--- src/rtl/uart_tx_fifo.sv ---
// FIFO-buffered UART transmitter; a push into an idle block puts the start bit on tx two edges later.
// Backpressure: data_ready drops while the FIFO is full, and words offered then are dropped.
module uart_tx_fifo #(
  parameter int CLKS_PER_BIT = 4,
  parameter int DATA_BITS    = 8,
  parameter int PARITY_MODE  = 1,
  parameter int STOP_BITS    = 1,
  parameter int FIFO_DEPTH   = 4
) (
  input  logic                        clk,
  input  logic                        reset,
  input  logic [DATA_BITS-1:0]        data_in,
  input  logic                        data_valid,
  output logic                        data_ready,
  output logic                        tx,
  output logic                        tx_busy,
  output logic [$clog2(FIFO_DEPTH):0] fifo_count
);
  localparam int AW = $clog2(FIFO_DEPTH);
  localparam int CW = AW + 1;
  localparam int BW = $clog2(CLKS_PER_BIT);
  localparam int IW = 4;

  typedef enum logic [2:0] {IDLE, START, DATA, PARITY, STOP} state_t;

  state_t               state, state_n;
  logic [BW-1:0]        bit_cnt, bit_cnt_n;
  logic [IW-1:0]        bit_idx, bit_idx_n;
  logic [DATA_BITS-1:0] shreg, shreg_n;
  logic                 par_bit, par_bit_n;
  logic                 tx_n, tx_busy_n;

  logic [DATA_BITS-1:0] mem [FIFO_DEPTH];
  logic [AW-1:0]        wr_ptr, rd_ptr;
  logic [DATA_BITS-1:0] head;
  logic                 head_par;
  logic                 push, pop, bit_end, fifo_nempty;

  assign data_ready  = (fifo_count != CW'(FIFO_DEPTH));
  assign push        = data_valid && data_ready;
  assign fifo_nempty = (fifo_count != '0);
  assign head        = mem[rd_ptr];
  assign head_par    = (PARITY_MODE == 2) ? ~^head : ^head;
  assign bit_end     = (bit_cnt == BW'(CLKS_PER_BIT - 1));

  // Storage carries no reset; emptiness is defined by the pointers and count alone.
  always_ff @(posedge clk) begin
    if (push) mem[wr_ptr] <= data_in;
  end

  always_ff @(posedge clk) begin
    if (reset) begin
      wr_ptr     <= '0;
      rd_ptr     <= '0;
      fifo_count <= '0;
    end else begin
      if (push) wr_ptr <= wr_ptr + 1'b1;
      if (pop)  rd_ptr <= rd_ptr + 1'b1;
      if (push && !pop)      fifo_count <= fifo_count + 1'b1;
      else if (pop && !push) fifo_count <= fifo_count - 1'b1;
    end
  end

  always_comb begin
    state_n   = state;
    bit_cnt_n = bit_end ? '0 : bit_cnt + 1'b1;
    bit_idx_n = bit_idx;
    shreg_n   = shreg;
    par_bit_n = par_bit;
    tx_n      = tx;
    tx_busy_n = tx_busy;
    pop       = 1'b0;
    unique case (state)
      IDLE: begin
        bit_cnt_n = '0;
        pop       = fifo_nempty;
      end
      START: begin
        if (bit_end) begin
          state_n   = DATA;
          bit_idx_n = '0;
          tx_n      = shreg[0];
        end
      end
      DATA: begin
        if (bit_end) begin
          if (bit_idx == IW'(DATA_BITS - 1)) begin
            if (PARITY_MODE != 0) begin
              state_n = PARITY;
              tx_n    = par_bit;
            end else begin
              state_n   = STOP;
              bit_idx_n = '0;
              tx_n      = 1'b1;
            end
          end else begin
            bit_idx_n = bit_idx + 1'b1;
            shreg_n   = shreg >> 1;
            tx_n      = shreg[1];
          end
        end
      end
      PARITY: begin
        if (bit_end) begin
          state_n   = STOP;
          bit_idx_n = '0;
          tx_n      = 1'b1;
        end
      end
      STOP: begin
        if (bit_end) begin
          if (bit_idx == IW'(STOP_BITS - 1)) begin
            if (fifo_nempty) begin
              pop = 1'b1;
            end else begin
              state_n   = IDLE;
              tx_n      = 1'b1;
              tx_busy_n = 1'b0;
            end
          end else begin
            bit_idx_n = bit_idx + 1'b1;
          end
        end
      end
      default: state_n = IDLE;
    endcase
    // Leaving IDLE or chaining from the last stop bit both start a fresh frame from the head word.
    if (pop) begin
      state_n   = START;
      bit_cnt_n = '0;
      shreg_n   = head;
      par_bit_n = head_par;
      tx_n      = 1'b0;
      tx_busy_n = 1'b1;
    end
  end

  always_ff @(posedge clk) begin
    if (reset) begin
      state   <= IDLE;
      bit_cnt <= '0;
      bit_idx <= '0;
      shreg   <= '0;
      par_bit <= 1'b0;
      tx      <= 1'b1;
      tx_busy <= 1'b0;
    end else begin
      state   <= state_n;
      bit_cnt <= bit_cnt_n;
      bit_idx <= bit_idx_n;
      shreg   <= shreg_n;
      par_bit <= par_bit_n;
      tx      <= tx_n;
      tx_busy <= tx_busy_n;
    end
  end

endmodule

--- config.mk ---
export PLATFORM = sky130hd
export DESIGN_NAME = uart_tx_fifo
export DESIGN_NICKNAME = d
export VERILOG_FILES = /design/src/rtl/uart_tx_fifo.sv
export SDC_FILE = /design/constraint.sdc
export NUM_CORES = 1
export LEC_CHECK = 0
export ABC_AREA = 1
export ABC_CLOCK_PERIOD_IN_PS = 2200
export CAP_MARGIN = 20
export CORE_MARGIN = 5
export CORE_UTILIZATION = 53
export CTS_CLUSTER_DIAMETER = 200
export DETAILED_ROUTE_END_ITERATION = 16
export PLACE_DENSITY = 0.76
export SLEW_MARGIN = 10
export SYNTH_ARGS = -nofsm -noshare
export SYNTH_HDL_FRONTEND = slang
export SYNTH_SLANG_ARGS = --single-unit
--- constraint.sdc ---
create_clock -name clk -period 2.2 [get_ports clk]
set_input_delay 0.44 -clock clk [delete_from_list [all_inputs] [get_ports clk]]
set_output_delay 0.44 -clock clk [all_outputs]
set_load 0.03 [all_outputs]
Figure 1. Metal 2 (run 1).
Scale bar: 20 µm.
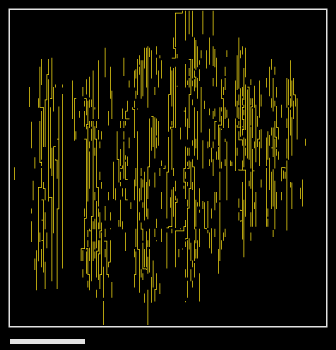
wire length on this layer: 2730 µm
longest straight run: 46.8 µm
nets with wire on the layer: 305
share of all routed wire: 50%
main direction: vertical

Figure 2. Register map, names as in the netlist (run 1).
Scale bar: 20 µm.
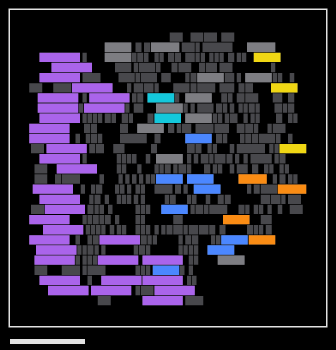
| signal | colour | placed flops |
|---|---|---|
| `rd_ptr` | cyan | 2 |
| `shreg` | blue | 8 |
| `state` | yellow | 3 |
| `bit_idx` | orange | 4 |
| `mem` | purple | 32 |
not coloured: 12

==> flow_summary_export.csv, run 1 <==
group,metric,value,unit
clock_network,cts_max_level,3,
layout,comb_share,35.4,%
yosys,synth_area,2970,µm²
global_routing,grt_use_met1,19.3,%
die,nWellTaps,72,
yosys,synth_seq_share,52.0,%
pwr,p_switching,1810,µW
global_routing,grt_first_pass_wirelength,9250,µm
yosys,common_cells,"nand2_1 (122), inv_1 (35), edfxtp_1 (32), dfxtp_1 (29), nor2_1 (25)",
final_timing,rsz0062_at_grt,"no",
clock_network,postCtsSetupBuffers,0,
clock_network,numCtsBuffers,9,
layout,fillers,468,
global_routing,busiest_layer,"met2",
layout,antenna_cells,0,
layout,inverters,42,
layout,n_all_buffers,25,
final_timing,drv_slew,0,
yosys,syn_avg_cell_area,8.38,µm²
final_timing,whs,0.417,ns
layout,top_register,"mem",
layout,multiInputGateArea,1210,µm²
detailed_routing,vias,2309,
die,die_height,84.8,µm
layout,clkbuf_count,14,
status,status,"completed",
die,chipArea,7190,µm²
pwr,pwr-share-seq,36.5,%
clock_network,clockRootBuffer,"clkbuf_8",
yosys,synthSimpleGateAreaFrac,27.0,%
die,core,5470,µm²
detailed_routing,drc,0,
placed_design,dp_cells,443,
yosys,aoi_share,8.99,%
detailed_routing,top_layer,"met4",
detailed_routing,dr.pass1.iters,5,
global_routing,antenna_found_initial,0,
global_routing,grt_pass1_vias,2092,
detailed_routing,met3_length,262,µm
setup_path,endpoint,"fifo_count[2]",
yosys,ys.flop_type,"edfxtp_1",
pwr,clk-power,834,µW
setup_path,cp_max_fo,4,
layout,stdcell_count,459,
flow_run,maxCapViolCount,0,
setup_path,critPathKind,"reg -> reg",
clock_network,clockBufferDepth,2,
layout,area_growth,15.1,%
setup_path,cp_top_family,"adder cells",
layout,seq_share,45.3,%
layout,dominant_cells,"registers",
placed_design,place_ws,0.0183,ns
setup_path,cp_cell_sequence,"inv_1 -> ha_1 -> inv_1 -> nor3_4 -> nand2_1 -> nand2_2 -> nand2_4 -> ha_1 -> inv_2 -> fa_2 -> a21oi_2 -> o21ai_1 -> o21ai_1 -> a21oi_1",
layout,regArea,1550,µm²
setup_path,crit_required,2.42,ns
detailed_routing,drt_wl_total,5490,µm
final_timing,layout_min_cycle_time,2.05,ns
final_timing,fin_tns_setup,0,ns
layout,largestRegisters,"mem: 32 flops, shreg: 8 flops, bit_idx: 4 flops",
yosys,xor_area_share,0.295,%
final_timing,setup_ws,0.154,ns
global_routing,grt_max_degree,18,
detailed_routing,wl_met2,2730,µm
layout,largest_reg_flops,32,
final_timing,max_freq,0.489,GHz
die,die_w,84.8,µm
layout,final_area,3410,µm²
setup_path,cp_data_arrival_time,2.26,ns
yosys,netlist_logic_family_top,"simple AND/OR/NAND/NOR gates",
yosys,top_area_share,32.4,%
die,fp_util,54.2,%
layout,final_common_cell,"nand2_1",
yosys,synthDistinctLibCells,34,
final_timing,final_hold_viol_count,0,
pwr,p_int,2610,µW
yosys,topCellsByArea,"edfxtp_1 (32%), dfxtp_1 (20%), nand2_1 (15%)",
placed_design,placed_area,3240,µm²
setup_path,rrSetupSlack,0.15,ns
worst_hold_path,hold_path.class,"reg -> reg",
clock_network,post_cts_resized,0,
yosys,ys_cells,354,
pwr,p_per_area,1290,nW/µm²
worst_hold_path,hold_start,"bit_cnt[0]",
clock_network,cts_tree,"yes",
die,io_pins,17,
final_timing,finalClockPeriodUsage,93.0,%
die,rows,27,
layout,nNetsFinal,402,
pwr,powerSeq,1610,µW
yosys,yosys.area.top_type,"edfxtp_1",
pwr,vdd_drop_max,714,µV
setup_path,path_buffers,3,
detailed_routing,viasPerCell,5.03,
worst_hold_path,hold_end,"bit_cnt[0]",
setup_path,critical_path.endpoint_type,"register",
pwr,switching_share,41.0,%
detailed_routing,drtIter0Drc,183,
yosys,yosys-stat-area,2970,µm²
layout,final_cell_mix,"nand2_1 (122), inv_1 (34), edfxtp_1 (32)",
setup_path,startpoint_type,"register",
setup_path,crit_cells,14,
placed_design,dp_hpwl,3980,µm
layout,comb_cells,243,
setup_path,slowest_delay,0.36,ns
detailed_routing,ant_nets,0,
final_timing,finalSetupViolations,0,
yosys,synth.most_common_cell,"nand2_1",
global_routing,track_usage,16.3,%
layout,nonClkBufAreaFrac,7.04,%
clock_network,clk_pin_slew,0.07,ns
final_timing,worstMarginPinSlew,0.392,ns
global_routing,grt-ovfl-total,0,
yosys,edf_count,32,
placed_design,place_congestion,0.839,
layout,clkCellAreaFrac,4.77,%
clock_network,clock.latency.late_pin,0.33,ns
worst_hold_path,whs_path_depth,1,
yosys,synth_nets,374,
clock_network,clkSinkCount,61,
yosys,ys_sh_adder,4.05,%
final_timing,slew-limit-headroom,73.8,%
pwr,pwr-share-clk,18.9,%
setup_path,worstRegToRegCells,14,
placed_design,numPortBuffers,16,
layout,layout-drive-gt1-share,12.4,%
setup_path,r2r-end,"fifo_count[2]",
setup_path,critPathLaunch,"bit_idx[0]",
layout,flops,61,
flow_run,warning_count,30,
pwr,pg_comb,1970,µW
pwr,leakagePower,0.00145,µW
Figure 3. Track usage over the die (run 1).
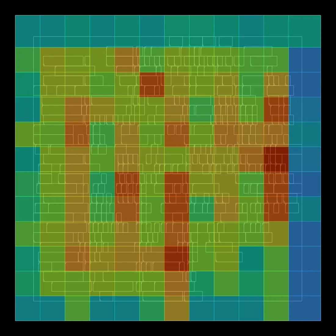
Core Util, Final: 62.4%
DR WL/cell: 12.0 µm
met3 usage: 3.63%
met2 Usage GRT: 27.2%

Figure 4. Logic cells by family (run 1).
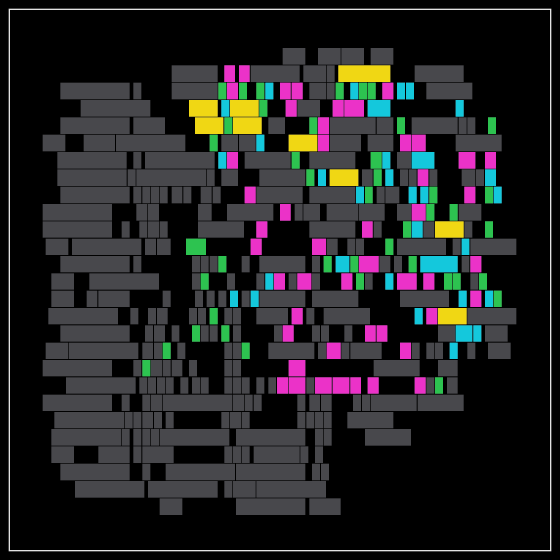
| family | colour | cells |
|---|---|---|
| adder and majority cells | yellow | 9 |
| NOR gates | cyan | 32 |
| inverting AOI/OAI gates | magenta | 48 |
| inverters | green | 42 |

==> run 2, diff against run 1 <==
--- a/config.mk
+++ b/config.mk
@@ -7,7 +7,6 @@
 export LEC_CHECK = 0
 export ABC_AREA = 1
 export ABC_CLOCK_PERIOD_IN_PS = 2200
-export CAP_MARGIN = 20
 export CORE_MARGIN = 5
 export CORE_UTILIZATION = 53
 export CTS_CLUSTER_DIAMETER = 200
==> flow_summary_export.csv, run 2 <==
group,metric,value,unit
clock_network,numCtsBuffers,9,
detailed_routing,wl_met2,2730,µm
setup_path,r2r-end,"fifo_count[2]",
pwr,p_int,2610,µW
layout,nNetsFinal,402,
yosys,yosys.area.top_type,"edfxtp_1",
layout,dominant_cells,"registers",
detailed_routing,drt_wl_total,5490,µm
layout,clkCellAreaFrac,4.77,%
die,io_pins,17,
global_routing,grtUsageMet2,27.2,%
yosys,netlist_logic_family_top,"simple AND/OR/NAND/NOR gates",
final_timing,layout_min_cycle_time,2.05,ns
placed_design,place_ws,0.0183,ns
setup_path,cp_max_fo,4,
clock_network,clkSinkCount,61,
setup_path,critical_path.endpoint_type,"register",
pwr,p_switching,1810,µW
worst_hold_path,whs_path_depth,1,
setup_path,cp_top_family,"adder cells",
die,die_height,84.8,µm
pwr,leakagePower,0.00145,µW
yosys,ys_sh_adder,4.05,%
pwr,switching_share,41.0,%
yosys,yosys-stat-area,2970,µm²
pwr,pwr-share-seq,36.5,%
layout,multiInputGateArea,1210,µm²
clock_network,postCtsSetupBuffers,0,
pwr,vdd_drop_max,714,µV
setup_path,crit_required,2.42,ns
yosys,top_area_share,32.4,%
placed_design,numPortBuffers,16,
detailed_routing,routedWlPerCell,12.0,µm
yosys,synthSimpleGateAreaFrac,27.0,%
global_routing,antenna_found_initial,0,
detailed_routing,dr.pass1.iters,5,
global_routing,grt-ovfl-total,0,
setup_path,critPathLaunch,"bit_idx[0]",
final_timing,slew-limit-headroom,73.8,%
clock_network,cts_tree,"yes",
clock_network,cts_max_level,3,
layout,nonClkBufAreaFrac,7.04,%
yosys,synth_nets,374,
placed_design,placed_area,3240,µm²
placed_design,dp_hpwl,3980,µm
setup_path,startpoint_type,"register",
global_routing,grt_max_degree,18,
worst_hold_path,hold_start,"bit_cnt[0]",
clock_network,post_cts_resized,0,
layout,top_register,"mem",
flow_run,maxCapViolCount,0,
detailed_routing,vias,2309,
status,status,"completed",
yosys,topCellsByArea,"edfxtp_1 (32%), dfxtp_1 (20%), nand2_1 (15%)",
final_timing,final_hold_viol_count,0,
clock_network,clockBufferDepth,2,
layout,fillers,468,
layout,final_common_cell,"nand2_1",
pwr,p_per_area,1290,nW/µm²
die,core,5470,µm²
final_timing,max_freq,0.489,GHz
final_timing,worstMarginPinSlew,0.392,ns
layout,stdcell_count,459,
Figure 5. Register map, names as in the netlist (run 2).
Scale bar: 20 µm.
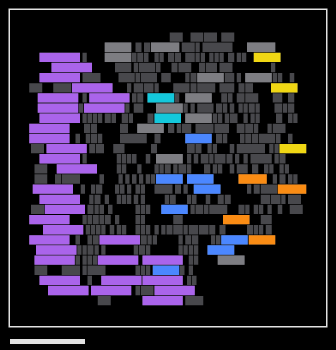
sequential power: 1610 µW
Flop area: 1550 µm²
fraction of area in registers: 45.3%

Figure 6. The metal 3 layer (run 2).
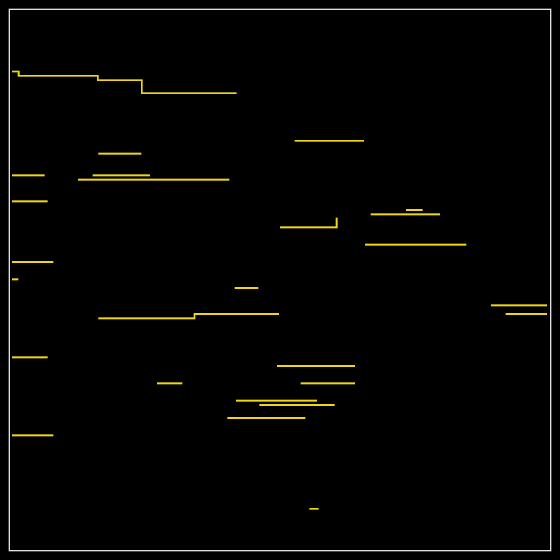
share of all routed wire: 4.8%
wire length on this layer: 263 µm
nets with wire on the layer: 21
main direction: horizontal

Figure 7. Track usage over the die (run 2).
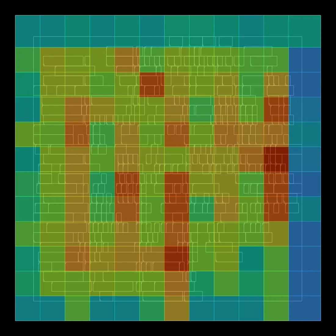
grt met1 use: 19.3%
busiest grt layer: met2
GRT Util Overall: 16.3%

Power is estimated from default activity; no workload was simulated.
